## config.mk

```make
export PLATFORM = sky130hd
export DESIGN_NAME = cdu_pulse_bank_flat
export DESIGN_NICKNAME = d
export VERILOG_FILES = /design/src/rtl/cdu_pulse_bank_if.sv /design/src/rtl/cdu_pulse_bank.sv /design/src/flat_wrapper.sv
export SDC_FILE = /design/constraint.sdc
export NUM_CORES = 1
export LEC_CHECK = 0
export CORE_ASPECT_RATIO = 0.9
export CORE_UTILIZATION = 30
export DETAILED_ROUTE_END_ITERATION = 16
export GPL_TIMING_DRIVEN = 0
export PLACE_DENSITY_LB_ADDON = 0.2
export REMOVE_ABC_BUFFERS = 1
export SYNTH_ARGS = -nofsm -noshare
export SYNTH_HDL_FRONTEND = slang
export SYNTH_SLANG_ARGS = --single-unit
```

## constraint.sdc

```tcl
create_clock -name CLOCKH -period 10.2 [get_ports CLOCKH]
set_input_delay 2.04 -clock CLOCKH [delete_from_list [all_inputs] [get_ports CLOCKH]]
set_output_delay 2.04 -clock CLOCKH [all_outputs]
set_load 0.01 [all_outputs]
```

## src/rtl/cdu_pulse_bank_if.sv

```systemverilog
// ----------------------------------------------------------------------------
// cdu_pulse_bank_if
// Signal bundle between a controller (quantizer/tracking loops plus mode and
// enable controls) and the CDU pulse bank.
//   master : drives fast_mode, chan_en, step_up, step_dn and zero;
//            observes angle, agc_plus, agc_minus, overflow and busy.
//   slave  : the pulse bank itself (the mirror image of master).
// angle packs channel i into bits [i*CNT_W +: CNT_W].
// ----------------------------------------------------------------------------
interface cdu_pulse_bank_if #(
    parameter int NCHAN = 3,
    parameter int CNT_W = 16
);
    logic                   fast_mode;
    logic [NCHAN-1:0]       chan_en;
    logic [NCHAN-1:0]       step_up;
    logic [NCHAN-1:0]       step_dn;
    logic [NCHAN-1:0]       zero;
    logic [NCHAN*CNT_W-1:0] angle;
    logic [NCHAN-1:0]       agc_plus;
    logic [NCHAN-1:0]       agc_minus;
    logic [NCHAN-1:0]       overflow;
    logic                   busy;

    modport master (
        output fast_mode, chan_en, step_up, step_dn, zero,
        input  angle, agc_plus, agc_minus, overflow, busy
    );

    modport slave (
        input  fast_mode, chan_en, step_up, step_dn, zero,
        output angle, agc_plus, agc_minus, overflow, busy
    );
endinterface

```

## src/rtl/cdu_pulse_bank.sv

```systemverilog
// ----------------------------------------------------------------------------
// cdu_pulse_bank
// NCHAN independent CDU read counters. Each channel counts up/down step
// requests into a wrapping angle register and into a signed, saturating
// pending accumulator. The pending counts are drained towards the AGC as
// one-cycle +dTheta / -dTheta pulses, at most one per channel per slot. All
// channels share one slot divider (DIV or FAST_DIV cycles per slot).
// Ports:
//   CLOCKH : system clock, all state changes on its rising edge
//   rst_n  : asynchronous active-low reset
//   bus    : slave side of cdu_pulse_bank_if (controls in, counters,
//            AGC pulses, overflow flags and busy out)
// ----------------------------------------------------------------------------
module cdu_pulse_bank #(
    parameter int NCHAN    = 3,
    parameter int CNT_W    = 16,
    parameter int PEND_W   = 5,
    parameter int DIV      = 16,
    parameter int FAST_DIV = 8
) (
    input  logic               CLOCKH,
    input  logic               rst_n,
    cdu_pulse_bank_if.slave    bus
);
    // Divider only ever holds 0..DIV-1.
    localparam int DIV_W    = (DIV > 2) ? $clog2(DIV) : 1;
    // One extra bit so pending + net - sent cannot wrap before clamping.
    localparam int SUM_W    = PEND_W + 1;
    localparam int PEND_MAX = (1 << (PEND_W - 1)) - 1;
    localparam logic signed [SUM_W-1:0] SUM_MAX = SUM_W'(PEND_MAX);
    localparam logic signed [SUM_W-1:0] SUM_MIN = -SUM_MAX;

    // ------------------------------------------------------------------
    // Shared slot divider
    // ------------------------------------------------------------------
    logic [DIV_W-1:0] div_cnt_q, div_cnt_d;
    logic [DIV_W-1:0] lim_m1;
    logic             tick;

    always_comb begin
        lim_m1    = bus.fast_mode ? DIV_W'(FAST_DIV - 1) : DIV_W'(DIV - 1);
        // ">=" rather than "==": switching to the shorter slot while the
        // count is already past its end must still produce a tick.
        tick      = (div_cnt_q >= lim_m1);
        div_cnt_d = tick ? '0 : div_cnt_q + DIV_W'(1);
    end

    always_ff @(posedge CLOCKH or negedge rst_n) begin
        if (!rst_n) begin
            div_cnt_q <= '0;
        end else begin
            div_cnt_q <= div_cnt_d;
        end
    end

    // ------------------------------------------------------------------
    // Per-channel counters
    // ------------------------------------------------------------------
    logic [NCHAN-1:0] pend_nz;

    for (genvar gi = 0; gi < NCHAN; gi++) begin : g_chan
        logic [CNT_W-1:0]        angle_q, angle_d;
        logic signed [PEND_W-1:0] pend_q, pend_d;
        logic                    ovf_q, ovf_d;
        logic                    plus_q, plus_d;
        logic                    minus_q, minus_d;
        logic                    active;
        logic signed [SUM_W-1:0] net;
        logic signed [SUM_W-1:0] sent;
        logic signed [SUM_W-1:0] sum;

        always_comb begin
            active  = bus.chan_en[gi] & ~bus.zero[gi];

            net = '0;
            if (active && bus.step_up[gi] && !bus.step_dn[gi]) begin
                net = SUM_W'(1);
            end else if (active && bus.step_dn[gi] && !bus.step_up[gi]) begin
                net = '1;
            end

            // Sign of the registered accumulator picks the pulse polarity.
            plus_d  = active & tick & ~pend_q[PEND_W-1] & (pend_q != '0);
            minus_d = active & tick & pend_q[PEND_W-1];

            sent = '0;
            if (plus_d) begin
                sent = SUM_W'(1);
            end else if (minus_d) begin
                sent = '1;
            end

            sum     = SUM_W'(pend_q) + net - sent;
            pend_d  = PEND_W'(sum);
            ovf_d   = ovf_q;
            if (sum > SUM_MAX) begin
                pend_d = PEND_W'(SUM_MAX);
                ovf_d  = 1'b1;
            end else if (sum < SUM_MIN) begin
                pend_d = PEND_W'(SUM_MIN);
                ovf_d  = 1'b1;
            end

            // The angle always follows the steps, even when pending clamps.
            angle_d = angle_q + CNT_W'(net);

            // zero wins over everything else on this channel; active is
            // already low, so no pulse is produced either.
            if (bus.zero[gi]) begin
                angle_d = '0;
                pend_d  = '0;
                ovf_d   = 1'b0;
            end
        end

        always_ff @(posedge CLOCKH or negedge rst_n) begin
            if (!rst_n) begin
                angle_q <= '0;
                pend_q  <= '0;
                ovf_q   <= 1'b0;
                plus_q  <= 1'b0;
                minus_q <= 1'b0;
            end else begin
                angle_q <= angle_d;
                pend_q  <= pend_d;
                ovf_q   <= ovf_d;
                plus_q  <= plus_d;
                minus_q <= minus_d;
            end
        end

        assign bus.angle[gi*CNT_W +: CNT_W] = angle_q;
        assign bus.agc_plus[gi]             = plus_q;
        assign bus.agc_minus[gi]            = minus_q;
        assign bus.overflow[gi]             = ovf_q;
        assign pend_nz[gi]                  = (pend_q != '0);
    end

    assign bus.busy = |pend_nz;

endmodule

```

## src/flat_wrapper.sv

```systemverilog
// flat-port wrapper written by rule: the top's interface ports become plain ports
module cdu_pulse_bank_flat 
#(
    parameter int NCHAN    = 3,
    parameter int CNT_W    = 16,
    parameter int PEND_W   = 5,
    parameter int DIV      = 16,
    parameter int FAST_DIV = 8
)
  (CLOCKH, rst_n, bus_fast_mode, bus_chan_en, bus_step_up, bus_step_dn, bus_zero, bus_angle, bus_agc_plus, bus_agc_minus, bus_overflow, bus_busy);
  cdu_pulse_bank_if #(.NCHAN(NCHAN), .CNT_W(CNT_W)) bus_i ();
  input  logic CLOCKH;
  input  logic rst_n;
  input wire logic [$bits(bus_i.fast_mode)-1:0] bus_fast_mode;
  input wire logic [$bits(bus_i.chan_en)-1:0] bus_chan_en;
  input wire logic [$bits(bus_i.step_up)-1:0] bus_step_up;
  input wire logic [$bits(bus_i.step_dn)-1:0] bus_step_dn;
  input wire logic [$bits(bus_i.zero)-1:0] bus_zero;
  output wire logic [$bits(bus_i.angle)-1:0] bus_angle;
  output wire logic [$bits(bus_i.agc_plus)-1:0] bus_agc_plus;
  output wire logic [$bits(bus_i.agc_minus)-1:0] bus_agc_minus;
  output wire logic [$bits(bus_i.overflow)-1:0] bus_overflow;
  output wire logic [$bits(bus_i.busy)-1:0] bus_busy;
  assign bus_i.fast_mode = bus_fast_mode;
  assign bus_i.chan_en = bus_chan_en;
  assign bus_i.step_up = bus_step_up;
  assign bus_i.step_dn = bus_step_dn;
  assign bus_i.zero = bus_zero;
  assign bus_angle = bus_i.angle;
  assign bus_agc_plus = bus_i.agc_plus;
  assign bus_agc_minus = bus_i.agc_minus;
  assign bus_overflow = bus_i.overflow;
  assign bus_busy = bus_i.busy;
  cdu_pulse_bank #(.NCHAN(NCHAN), .CNT_W(CNT_W), .PEND_W(PEND_W), .DIV(DIV), .FAST_DIV(FAST_DIV)) u_core (.CLOCKH(CLOCKH), .rst_n(rst_n), .bus(bus_i));
endmodule
```

==> run_1/density.png <==
The die is cut into 15 by 13 equal tiles; white is low, dark blue is high, 0 to 100% covered.
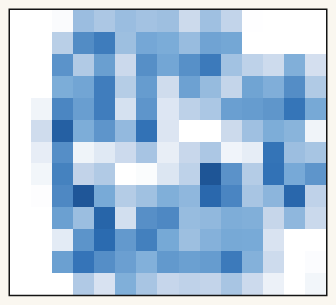
3.6% of the tiles are over 75% full. 20% of the tiles are nearly empty. The fullest tile reaches 85%. The mean over all tiles is 34%.

==> run_1/cell_classes.png <==
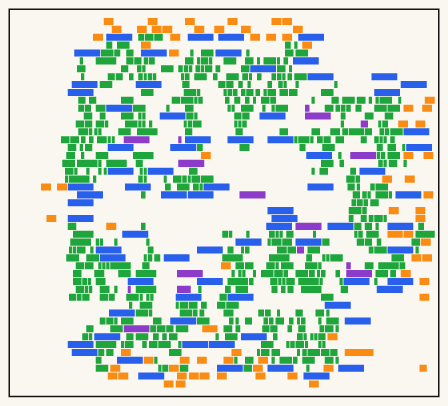
Orange stands for other buffers and delay cells, cells 75, share of their area 12%. Purple stands for clock drivers and dummy loads, cells 16, share of their area 4.1%. Blue stands for flip-flops, cells 76, share of their area 28%. Green stands for all other logic, cells 514, share of their area 56%.

==> impl_table.tex, run 1 <==
% Implementation results table
\begin{tabular}{lr}
\hline
Metric & Value \\
\hline
\multicolumn{2}{l}{\textbf{Global route}} \\
First-pass GRT wire length & 22.33 mm \\
Global router's overall resource usage & 0.1413 \\
Largest net degree at the start of global routing & 45 \\
Vias in the first global route & 4623 \\
\multicolumn{2}{l}{\textbf{Power and ir drop}} \\
P per Cell Area & around 200 nW/µm² \\
\multicolumn{2}{l}{\textbf{Drt}} \\
Number of DRC markers after the initial detailed-route iteration & about 170 \\
Via-per-instance ratio & around 4.8 \\
Antenna-violating nets left & 0 \\
Drt wl/cell & 14.08 µm \\
Total length of routed met3 wires & around 500 µm \\
Top sig layer & met4 \\
\multicolumn{2}{l}{\textbf{Timing}} \\
Max-slew headroom & 0.3189 \\
Setup ws final & 3878 ps \\
Total Neg Setup Slack & 0 ps \\
Final clock period utilization by the worst path & 0.6198 \\
\multicolumn{2}{l}{\textbf{Floorplan}} \\
Height of the die & approximately 130 µm \\
Fraction of the core area occupied by cells at floorplan & 0.3086 \\
Number of rows in the core area & around 47 \\
\multicolumn{2}{l}{\textbf{Synth}} \\
Mean instance size in the synthesized netlist & roughly 9.4 µm² \\
Post-synthesis chip area from yosys & 5736 µm² \\
Area share of xor/xnor cells in the synthesized design & 0.09162 \\
Area fraction in full adders, half adders and majority gates & 0.2203 \\
Cell types with the largest area share after synthesis & sky130\_fd\_sc\_hd\_\_dfrtp\_1 (33\%), sky130\_fd\_sc\_hd\_\_ha\_1 (14\%), sky130\_fd\_sc\_hd\_\_fa\_1 (6.3\%) \\
Cell area after technology mapping & around 5700 µm² \\
Largest non-sequential cell family by area & adder cells \\
\multicolumn{2}{l}{\textbf{Status}} \\
Run status & finished clean \\
\multicolumn{2}{l}{\textbf{Run}} \\
Max cap viols & 0 \\
\multicolumn{2}{l}{\textbf{CTS}} \\
Bufs on Longest Clock Path & 2 \\
Insertion delay of the later-clocked pin in the worst-skew pair & 340 ps \\
\multicolumn{2}{l}{\textbf{Critical path}} \\
Required time worst endpoint & just over 10000 ps \\
Data arrival time at the worst-slack endpoint & 6500 ps \\
Largest fanout on the critical path & 27 \\
\hline
\end{tabular}
==> run_1/registers.png <==
Scale bar: 50 µm. Other sequential cells in the stronger gray, the rest of the logic in the fainter gray.
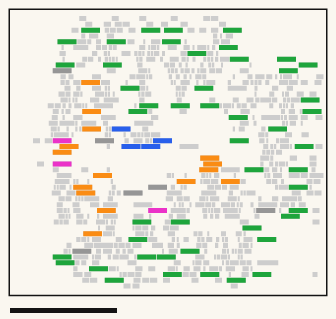
Magenta stands for u_core.g_chan.minus_q, flops 3. Orange stands for u_core.g_chan.pend_q, flops 15. Blue stands for u_core.div_cnt_q, flops 4, where center. Green stands for u_core.g_chan.angle_q, flops 48, where all over the die.

==> run_1/final_placement.png <==
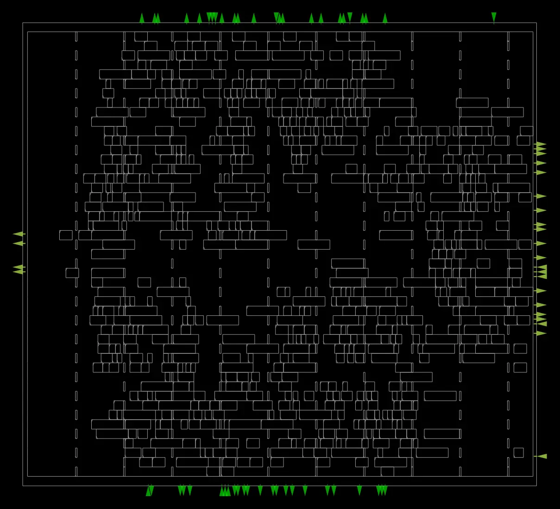
final core utilization: 0.3767
inserted tap cell count: 245
area of the core: 18580 µm²
registers: 76

## run 1: state kept, by name, summed over array words and instances, names as in the netlist
| signal | cells |
|---|---|
| u_core.div_cnt_q | 4 |
| u_core.g_chan.minus_q | 3 |
| u_core.g_chan.plus_q | 3 |
| u_core.g_chan.pend_q | 15 |
| u_core.g_chan.angle_q | 48 |
| u_core.g_chan.ovf_q | 3 |
## run 1: placed cells by master, fill, tap and decap left out, types with 18 or more instances in the layout
| master | netlist | final |
|---|---|---|
| sky130_fd_sc_hd__xnor2_1 | 38 | 38 |
| sky130_fd_sc_hd__fa_1 | 18 | 18 |
| sky130_fd_sc_hd__nor2_1 | 84 | 84 |
| sky130_fd_sc_hd__clkdlybuf4s50_1 | 0 | 71 |
| sky130_fd_sc_hd__inv_1 | 48 | 48 |
| sky130_fd_sc_hd__ha_1 | 65 | 65 |
| sky130_fd_sc_hd__xor2_1 | 22 | 22 |
| sky130_fd_sc_hd__a21oi_1 | 37 | 37 |
| sky130_fd_sc_hd__nand2_1 | 21 | 21 |
| sky130_fd_sc_hd__dfrtp_1 | 76 | 76 |
## run 1: layer usage
layer,global-route usage,up-vias
li1,-,2248
met1,0.1845,2139
met2,0.2288,68
met3,0.03116,19
met4,0.05212,0
met5,0,-
## run 1: critical path, delay by kind of cell
kind / cells / cell delay [ps]
buffers and inverters: 1 / 930
adder cells (fa/ha/maj): 2 / 900
AND-OR/OR-AND: 5 / 1060
AND/OR/NAND/NOR: 2 / 1410
XOR/XNOR: 1 / 130
## run 1: final cells by class
| class | count | area [µm²] |
|---|---|---|
| well taps | 245 | 306.5 |
| fillers | 1892 | 11580 |
| flip-flops and latches | 76 | 1902 |
| multi-input cells | 465 | 3560 |
| clock buffers | 12 | 246.5 |
| inverters | 49 | 183.9 |
| repair buffers | 75 | 775.7 |
| clock inverters | 4 | 25.02 |
## run 1: final timing paths
path / startpoint / endpoint / slack (ps) / cells past startpoint
hold / removal: u_core.div_cnt_q[0]$_DFF_PN0_ / u_core.div_cnt_q[0]$_DFF_PN0_ / 460 / 1
max in group asynchronous: rst_n / u_core.div_cnt_q[0]$_DFF_PN0_ / 7940 / 2
setup reg to reg: u_core.div_cnt_q[3]$_DFF_PN0_ / u_core.g_chan[1].pend_q[0]$_DFF_PN0_ / 6270 / 13
min in group asynchronous: rst_n / u_core.g_chan[0].angle_q[14]$_DFF_PN0_ / 1670 / 1
setup / recovery: bus_zero[2] / u_core.g_chan[2].pend_q[0]$_DFF_PN0_ / 3880 / 11
hold reg to reg: u_core.div_cnt_q[0]$_DFF_PN0_ / u_core.div_cnt_q[0]$_DFF_PN0_ / 460 / 1
## run 1: stage by stage
stage / area, µm² / hold WS (ps) / std cells / power (mW)
6_report: 6999 / 460.8 / 926 / 1.426
5_1_grt: 6999 / 496.1 / 926 / 1.557
4_1_cts: 6999 / 464.4 / 926 / 1.448
3_3_place_gp: 6661 / 443.1 / 907 / 1.112
3_5_place_dp: 6728 / 453.7 / 910 / 1.132
2_1_floorplan: 5634 / 427.0 / 590 / 0.9514
## run 1: where the power goes
group	switching [mW]	internal, mW
combinational	0.397	0.335
clock	0.131	0.171
sequential	0.0348	0.356
total	0.563	0.862
--- run 2 (diff from run 1) ---
==> constraint.sdc (replaced) <==
create_clock -name CLOCKH -period 5.7 [get_ports CLOCKH]
set_input_delay 1.14 -clock CLOCKH [delete_from_list [all_inputs] [get_ports CLOCKH]]
set_output_delay 1.14 -clock CLOCKH [all_outputs]
set_load 0.01 [all_outputs]
==> run_2/cell_classes.png <==
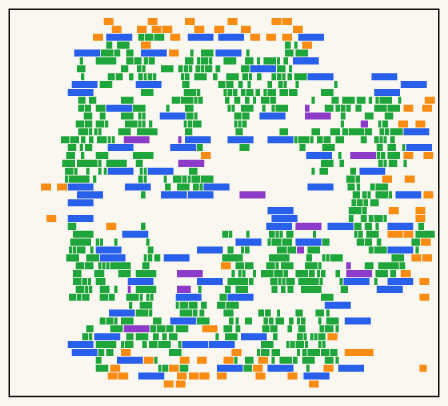
Green stands for all other logic, cells 514, share of their area 56%. Orange stands for other buffers and delay cells, cells 75, share of their area 12%. Blue stands for flip-flops, cells 76, share of their area 28%. Purple stands for clock drivers and dummy loads, cells 16, share of their area 4.1%.

==> impl_table.tex, run 2 <==
% Implementation results table
\begin{tabular}{lr}
\hline
Metric & Value \\
\hline
\multicolumn{2}{l}{\textbf{Status}} \\
Run status & finished clean (unchanged) \\
\multicolumn{2}{l}{\textbf{Drt}} \\
Number of DRC markers after the initial detailed-route iteration & 191 (was 168) \\
Via-per-instance ratio & 4.823 (was 4.832) \\
Antenna-violating nets left & 0 (unchanged) \\
Drt wl/cell & 14.05 µm (was 14.08 µm) \\
Residual DRC count & 0 (unchanged) \\
\multicolumn{2}{l}{\textbf{Synth}} \\
Seq/Total Area, Yosys & 0.3316 (unchanged) \\
Post-synthesis chip area from yosys & 5736 µm² (unchanged) \\
Mean instance size in the synthesized netlist & 9.433 µm² (unchanged) \\
Cell types with the largest area share after synthesis & sky130\_fd\_sc\_hd\_\_dfrtp\_1 (33\%), sky130\_fd\_sc\_hd\_\_ha\_1 (14\%), sky130\_fd\_sc\_hd\_\_fa\_1 (6.3\%) (unchanged) \\
Cell area after technology mapping & 5736 µm² (unchanged) \\
Top area contributor share & 0.3316 (unchanged) \\
\multicolumn{2}{l}{\textbf{Global route}} \\
First-pass GRT wire length & 22.33 mm (unchanged) \\
Global router's overall resource usage & 0.1413 (unchanged) \\
Largest net degree at the start of global routing & 45 (unchanged) \\
Grt total ovfl & 0 (unchanged) \\
Number of antenna violations at the first check in global routing & 0 (unchanged) \\
\multicolumn{2}{l}{\textbf{Critical path}} \\
Cell depth of the worst setup path & 11 (unchanged) \\
Endpoint class of the critical path & register (unchanged) \\
CP top delay family & simple AND/OR/NAND/NOR gates (unchanged) \\
Worst reg-to-reg path cell count & 13 (unchanged) \\
Count of buffering cells on the critical path with inverters included & 1 (unchanged) \\
Required time worst endpoint & 5880 ps (was 10380 ps) \\
Largest fanout on the critical path & 27 (unchanged) \\
\multicolumn{2}{l}{\textbf{Power and ir drop}} \\
Final Total Pwr & 2.551 mW (was 1.426 mW) \\
Leakage power & 3.217 nW (about the same) \\
P per Cell Area & 364.4 nW/µm² (was 203.7 nW/µm²) \\
\multicolumn{2}{l}{\textbf{CTS}} \\
Post-CTS sizing & 0 (unchanged) \\
Bufs on Longest Clock Path & 2 (unchanged) \\
Insertion delay of the later-clocked pin in the worst-skew pair & 340 ps (about the same) \\
\multicolumn{2}{l}{\textbf{Timing}} \\
Max-slew headroom & 0.3171 (was 0.3189) \\
Final clock period utilization by the worst path & 0.8973 \\
Setup ws final & 585.3 ps (was 3878 ps) \\
Number of endpoints with negative hold slack in the final report & 0 (unchanged) \\
\multicolumn{2}{l}{\textbf{Cells and area}} \\
Top cells excl fill/tap & sky130\_fd\_sc\_hd\_\_nor2\_1 (84), sky130\_fd\_sc\_hd\_\_dfrtp\_1 (76), sky130\_fd\_sc\_hd\_\_clkdlybuf4s50\_1 (71) (unchanged) \\
Biggest regs & u\_core.g\_chan.angle\_q: 48 flops, u\_core.g\_chan.pend\_q: 15 flops, u\_core.div\_cnt\_q: 4 flops (unchanged) \\
Register with the highest flop count & u\_core.g\_chan.angle\_q (unchanged) \\
Most instantiated logic cell after routing & sky130\_fd\_sc\_hd\_\_nor2\_1 (unchanged) \\
Flip-flop count of the largest register, all copies and words added & 48 (unchanged) \\
Final core utilization & 0.3767 (about the same) \\
Post-route cell area & 7000 µm² (was 6999 µm²) \\
Fill cell count & 1891 (was 1892) \\
\multicolumn{2}{l}{\textbf{Floorplan}} \\
Area of the core & 18580 µm² (unchanged) \\
Number of rows in the core area & 47 (unchanged) \\
Height of the die & 133.2 µm (unchanged) \\
Fraction of the core area occupied by cells at floorplan & 0.3086 (unchanged) \\
\multicolumn{2}{l}{\textbf{Run}} \\
Max cap viols & 0 (unchanged) \\
\multicolumn{2}{l}{\textbf{Placed design}} \\
Post-Place Cell Area & 6728 µm² (unchanged) \\
\multicolumn{2}{l}{\textbf{Hold path}} \\
Number of cells on the worst hold path & 1 (unchanged) \\
\hline
\end{tabular}
run 2: cell counts after synthesis:
No cell type changed its count.
run 2: layout make-up:
| class | instances | area [µm²] | area share |
|---|---|---|---|
| sequential | 76 | 1902 | 0.2717 |
| clock inverter | 4 | 25.02 | 0.003575 |
| inverter | 49 | 183.9 | 0.02627 |
| clock buffer | 12 | 246.5 | 0.03521 |
| tap | 245 | 306.5 | 0.04379 |
| timing repair buffer | 75 | 775.7 | 0.1108 |
| multi-input combinational | 465 | 3561 | 0.5087 |
run 2: logic make-up after synthesis:
family / after synthesis / share of synthesized area
flops: 76 / 0.3316
compound gates: 131 / 0.1534
simple gates: 180 / 0.1497
buf+inv: 67 / 0.04974
fa+ha+maj: 92 / 0.2203
xor+xnor: 60 / 0.09162
mux: 2 / 0.003708
run 2: metrics by stage:
stage | setup TNS, ps | hold WS [ps] | instances
6_report | 0 | 460.8 | 926
5_1_grt | 0 | 496.1 | 926
3_3_place_gp | -19740 | 443.1 | 907
4_1_cts | 0 | 464.4 | 926
3_5_place_dp | -362.0 | 453.7 | 910
2_1_floorplan | 0 | 427.0 | 590
run 2: metal layers:
layer	wire length, µm	track usage	part of all wire	up-vias
li1	-	-	-	2250
met1	6244	0.1845	0.48	2131
met2	6033	0.2288	0.46	66
met3	475	0.03116	0.037	19
met4	259	0.05212	0.020	0
met5	0	0	0	-
run 2: final timing paths:
check	startpoint	end	slack [ps]
min in group asynchronous	rst_n	u_core.g_chan[0].angle_q[14]$_DFF_PN0_	770
worst min register to register	u_core.div_cnt_q[0]$_DFF_PN0_	u_core.div_cnt_q[0]$_DFF_PN0_	460
max in group asynchronous	rst_n	u_core.div_cnt_q[0]$_DFF_PN0_	4340
worst max-delay path	bus_zero[2]	u_core.g_chan[2].pend_q[0]$_DFF_PN0_	590
worst max register to register	u_core.div_cnt_q[3]$_DFF_PN0_	u_core.g_chan[1].pend_q[0]$_DFF_PN0_	1770
worst min-delay path	u_core.div_cnt_q[0]$_DFF_PN0_	u_core.div_cnt_q[0]$_DFF_PN0_	460
run 2: power by group:
part | total, mW | internal [mW] | switching, mW | leakage (nW)
clock network | 0.540 | 0.306 | 0.235 | 0.129
registers | 0.699 | 0.637 | 0.0620 | 1.02
logic | 1.31 | 0.600 | 0.711 | 2.07
run 2: worst reg2reg max path: cells and delay by family, from the launching register on:
kind                     cells  cell delay, ps
AND-OR/OR-AND                5             920
XOR/XNOR                     1             480
adder cells (fa/ha/maj)      3            1160
buffers and inverters        2             180
flip-flops                   1             400
AND/OR/NAND/NOR              2             610
No activity file was given, so power comes from the tool's default toggle rates.
